Fig. 1: signal wires on met1
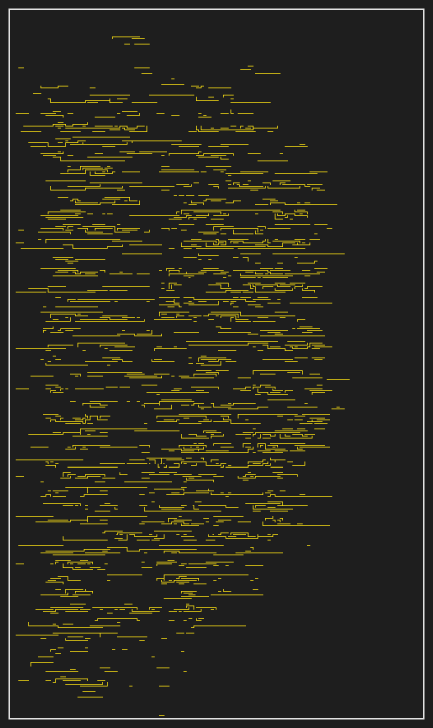
Fig. 2: wiring heat map
Scale bar: 20 um. 15 x 26 tiles, from dark blue (low) to red (high), scaled to the fullest tile. Values are wire area over tile area, all layers added.
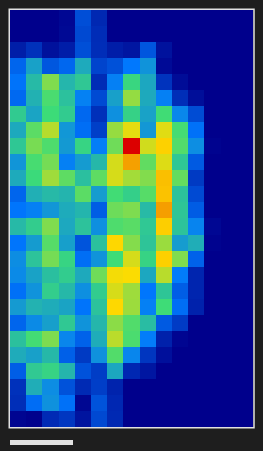
Fig. 3: placement by cell class
Fill, decap, tap and diode cells in grey.
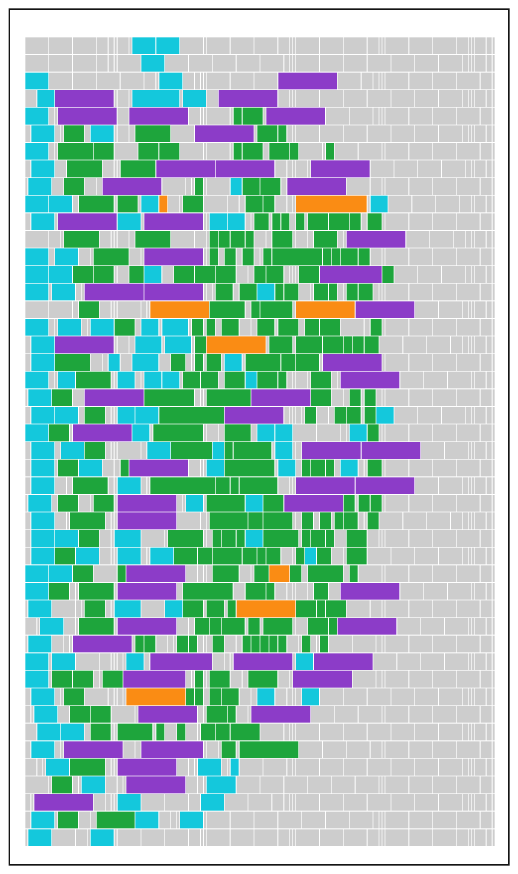
Fig. 4: met3 routing
Scale bar: 20 um.
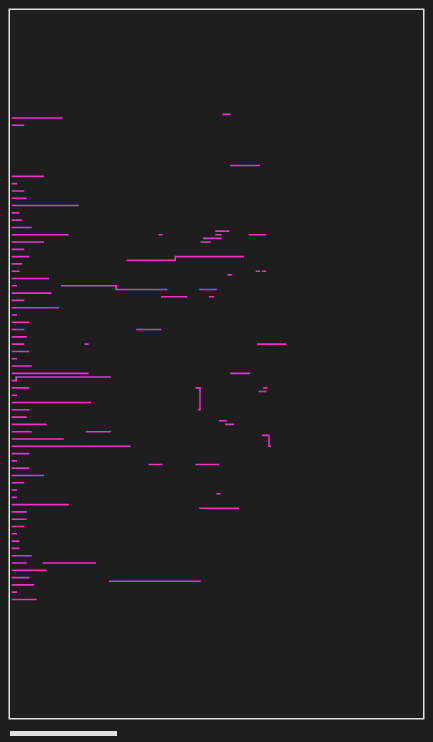
**src/rtl/arbitro_display_7segmentos.sv**
```systemverilog
// Round-robin arbiter granting a shared 4-digit 7-segment display with a hold time.
// Optional R0 preemption: define ARBITRO_PRIORIDAD_R0_EN.
module arbitro_display_7segmentos #(
  parameter int HOLD_CICLOS = 100000000
) (
  input  logic        i_Reloj,
  input  logic        i_Reset,
  input  logic [2:0]  i_Req,
  input  logic [15:0] i_Datos_R0,
  input  logic [15:0] i_Datos_R1,
  input  logic [15:0] i_Datos_R2,
  output logic [2:0]  o_Gnt,
  output logic [1:0]  o_Propietario,
  output logic        o_Valido,
  output logic [3:0]  o_Datos_0,
  output logic [3:0]  o_Datos_1,
  output logic [3:0]  o_Datos_2,
  output logic [3:0]  o_Datos_3
);

  typedef enum logic [1:0] {
    LIBRE,
    OCUPADO,
    EXPIRADO
  } estado_t;

  localparam logic [26:0] HOLD_MAX = 27'(HOLD_CICLOS - 1);

  estado_t     estado_q, estado_d;
  logic [2:0]  gnt_q, gnt_d;
  logic [1:0]  prop_q, prop_d;
  logic [1:0]  ultimo_q, ultimo_d;
  logic        valido_q, valido_d;
  logic [15:0] datos_q, datos_d;
  logic [26:0] cnt_q, cnt_d;

  logic [2:0]  sel;
  logic        grant_now;
  logic        owner_req;
  logic        expiro;

  function automatic logic [1:0] sig(input logic [1:0] i);
    return (i == 2'd2) ? 2'd0 : i + 2'd1;
  endfunction

  function automatic logic [2:0] oh(input logic [1:0] i);
    return 3'b001 << i;
  endfunction

  // Returns {found, index}: base+1, base+2, then base itself if incl.
  function automatic logic [2:0] elegir(
    input logic [2:0] req,
    input logic [1:0] base,
    input logic       incl
  );
    logic [1:0] a;
    logic [1:0] b;
    a = sig(base);
    b = sig(a);
    if (|(req & oh(a)))
      return {1'b1, a};
    else if (|(req & oh(b)))
      return {1'b1, b};
    else if (incl && |(req & oh(base)))
      return {1'b1, base};
    else
      return 3'b000;
  endfunction

  always_comb begin
    estado_d  = estado_q;
    gnt_d     = gnt_q;
    prop_d    = prop_q;
    ultimo_d  = ultimo_q;
    datos_d   = datos_q;
    cnt_d     = cnt_q;
    sel       = 3'b000;
    grant_now = 1'b0;
    owner_req = |(gnt_q & i_Req);
    expiro    = (estado_q == EXPIRADO) || (cnt_q == HOLD_MAX);

    unique case (estado_q)
      LIBRE: begin
        sel       = elegir(i_Req, ultimo_q, 1'b1);
        grant_now = sel[2];
      end
      OCUPADO, EXPIRADO: begin
        if (!owner_req) begin
          sel = elegir(i_Req, prop_q, 1'b0);
          grant_now = sel[2];
          if (!sel[2]) begin
            estado_d = LIBRE;
            gnt_d    = 3'b000;
            prop_d   = 2'd3;
          end
        end else if (expiro) begin
          sel = elegir(i_Req, prop_q, 1'b0);
          grant_now = sel[2];
          if (!sel[2])
            estado_d = EXPIRADO;
        end else begin
          cnt_d = cnt_q + 27'd1;
        end
      end
      default: estado_d = LIBRE;
    endcase

`ifdef ARBITRO_PRIORIDAD_R0_EN
    if (estado_q != LIBRE && prop_q != 2'd0 && i_Req[0]) begin
      sel       = 3'b100;
      grant_now = 1'b1;
    end
`endif

    if (grant_now) begin
      estado_d = OCUPADO;
      gnt_d    = oh(sel[1:0]);
      prop_d   = sel[1:0];
      ultimo_d = sel[1:0];
      cnt_d    = '0;
    end

    valido_d = |gnt_d;

    // Owner's digits are refreshed on every edge it holds the display.
    unique case (1'b1)
      gnt_d[0]: datos_d = i_Datos_R0;
      gnt_d[1]: datos_d = i_Datos_R1;
      gnt_d[2]: datos_d = i_Datos_R2;
      default:  datos_d = datos_q;
    endcase
  end

  always_ff @(posedge i_Reloj or negedge i_Reset) begin
    if (!i_Reset) begin
      estado_q <= LIBRE;
      gnt_q    <= 3'b000;
      prop_q   <= 2'd3;
      ultimo_q <= 2'd2;
      valido_q <= 1'b0;
      datos_q  <= '0;
      cnt_q    <= '0;
    end else begin
      estado_q <= estado_d;
      gnt_q    <= gnt_d;
      prop_q   <= prop_d;
      ultimo_q <= ultimo_d;
      valido_q <= valido_d;
      datos_q  <= datos_d;
      cnt_q    <= cnt_d;
    end
  end

  assign o_Gnt         = gnt_q;
  assign o_Propietario = prop_q;
  assign o_Valido      = valido_q;
  assign o_Datos_0     = datos_q[3:0];
  assign o_Datos_1     = datos_q[7:4];
  assign o_Datos_2     = datos_q[11:8];
  assign o_Datos_3     = datos_q[15:12];

endmodule

```
**config.mk**
```make
export PLATFORM = sky130hd
export DESIGN_NAME = arbitro_display_7segmentos
export DESIGN_NICKNAME = d
export VERILOG_FILES = /design/src/rtl/arbitro_display_7segmentos.sv
export SDC_FILE = /design/constraint.sdc
export NUM_CORES = 1
export LEC_CHECK = 0
export CORE_AREA = 2 2 75 130
export DETAILED_ROUTE_END_ITERATION = 7
export DIE_AREA = 0 0 77 132
export GPL_ROUTABILITY_DRIVEN = 0
export GPL_TIMING_DRIVEN = 0
export PLACE_DENSITY = 0.72
export SETUP_SLACK_MARGIN = 0.15
export SKIP_LAST_GASP = 1
export SLEW_MARGIN = 30
export SYNTH_ARGS = -nofsm -noshare
export SYNTH_HDL_FRONTEND = slang
export SYNTH_SLANG_ARGS = --single-unit
```
**constraint.sdc**
```tcl
create_clock -name i_Reloj -period 2.8 [get_ports i_Reloj]
set_input_delay 0.28 -clock i_Reloj [delete_from_list [all_inputs] [get_ports i_Reloj]]
set_output_delay 0.28 -clock i_Reloj [all_outputs]
set_load 0.005 [all_outputs]
```
==> run notes <==
• complete, but fails checks — status
• setup timing — violated checks
• 0.56 ns — highest cell delay on the worst timing path
• datos_q[15]$_DFFE_PN0P_ — Critical path destination
• sky130_fd_sc_hd__or4_4 — cell with the biggest individual delay on the critical path
• 9094 um2 — area of the core region
• 0 — Slew Limit Fails
• sky130_fd_sc_hd__dfrtp_1 — library cell with the highest instance count after synthesis
• 1331 um2 — sequential cell area in the final layout
• 11 — Final Setup Violations
• 0.5157 — utilization of the core after routing
• 2.642 mW — switching power total
• 1.805 nW — leak pwr
• 0.2890 — aoi/oai-family share of the synthesized area
• -0.01 ns — FF-to-FF setup slack
• sky130_fd_sc_hd__clkdlybuf4s50_1 — Top cell excl fill/tap
• 230 — number of multi-input combinational cells
• reg -> reg — type of the worst setup path
• 19 — setup fix buffers added after clock tree synthesis
• flop — Startpoint Class
• 0.003206 — Synth mux share
• sky130_fd_sc_hd__dfrtp_1 — cell type with the highest aggregate area in the netlist
• datos_q[15]$_DFFE_PN0P_ — Crit Reg-Reg Endpoint
• 5.721 — number of vias per cell after detailed routing
• 120 — well tap count
• -0.01290 ns — min setup slack post-route
• 3078 — vias after detailed routing
• 7 — critical path fanouts, max
About Fig. 1:
share of all routed wire: 34%
longest straight run: 18.4 um
wire length on this layer: 3310 um

About Fig. 2:
densest ninth of the die: centre
mean over tiles: 0.15
fullest tile: 0.61
tiles over half the peak: 17%

About Fig. 3:
legend:
  remaining buffers and delay cells:
    colour: cyan
    cells: 117
  registers:
    colour: purple
    cells: 53
  clock drivers and dummy loads:
    colour: orange
    cells: 8
  remaining logic cells:
    colour: green
    cells: 240

About Fig. 4:
main direction: horizontal
share of all routed wire: 4.2%

No activity file was given, so power comes from the tool's default toggle rates.
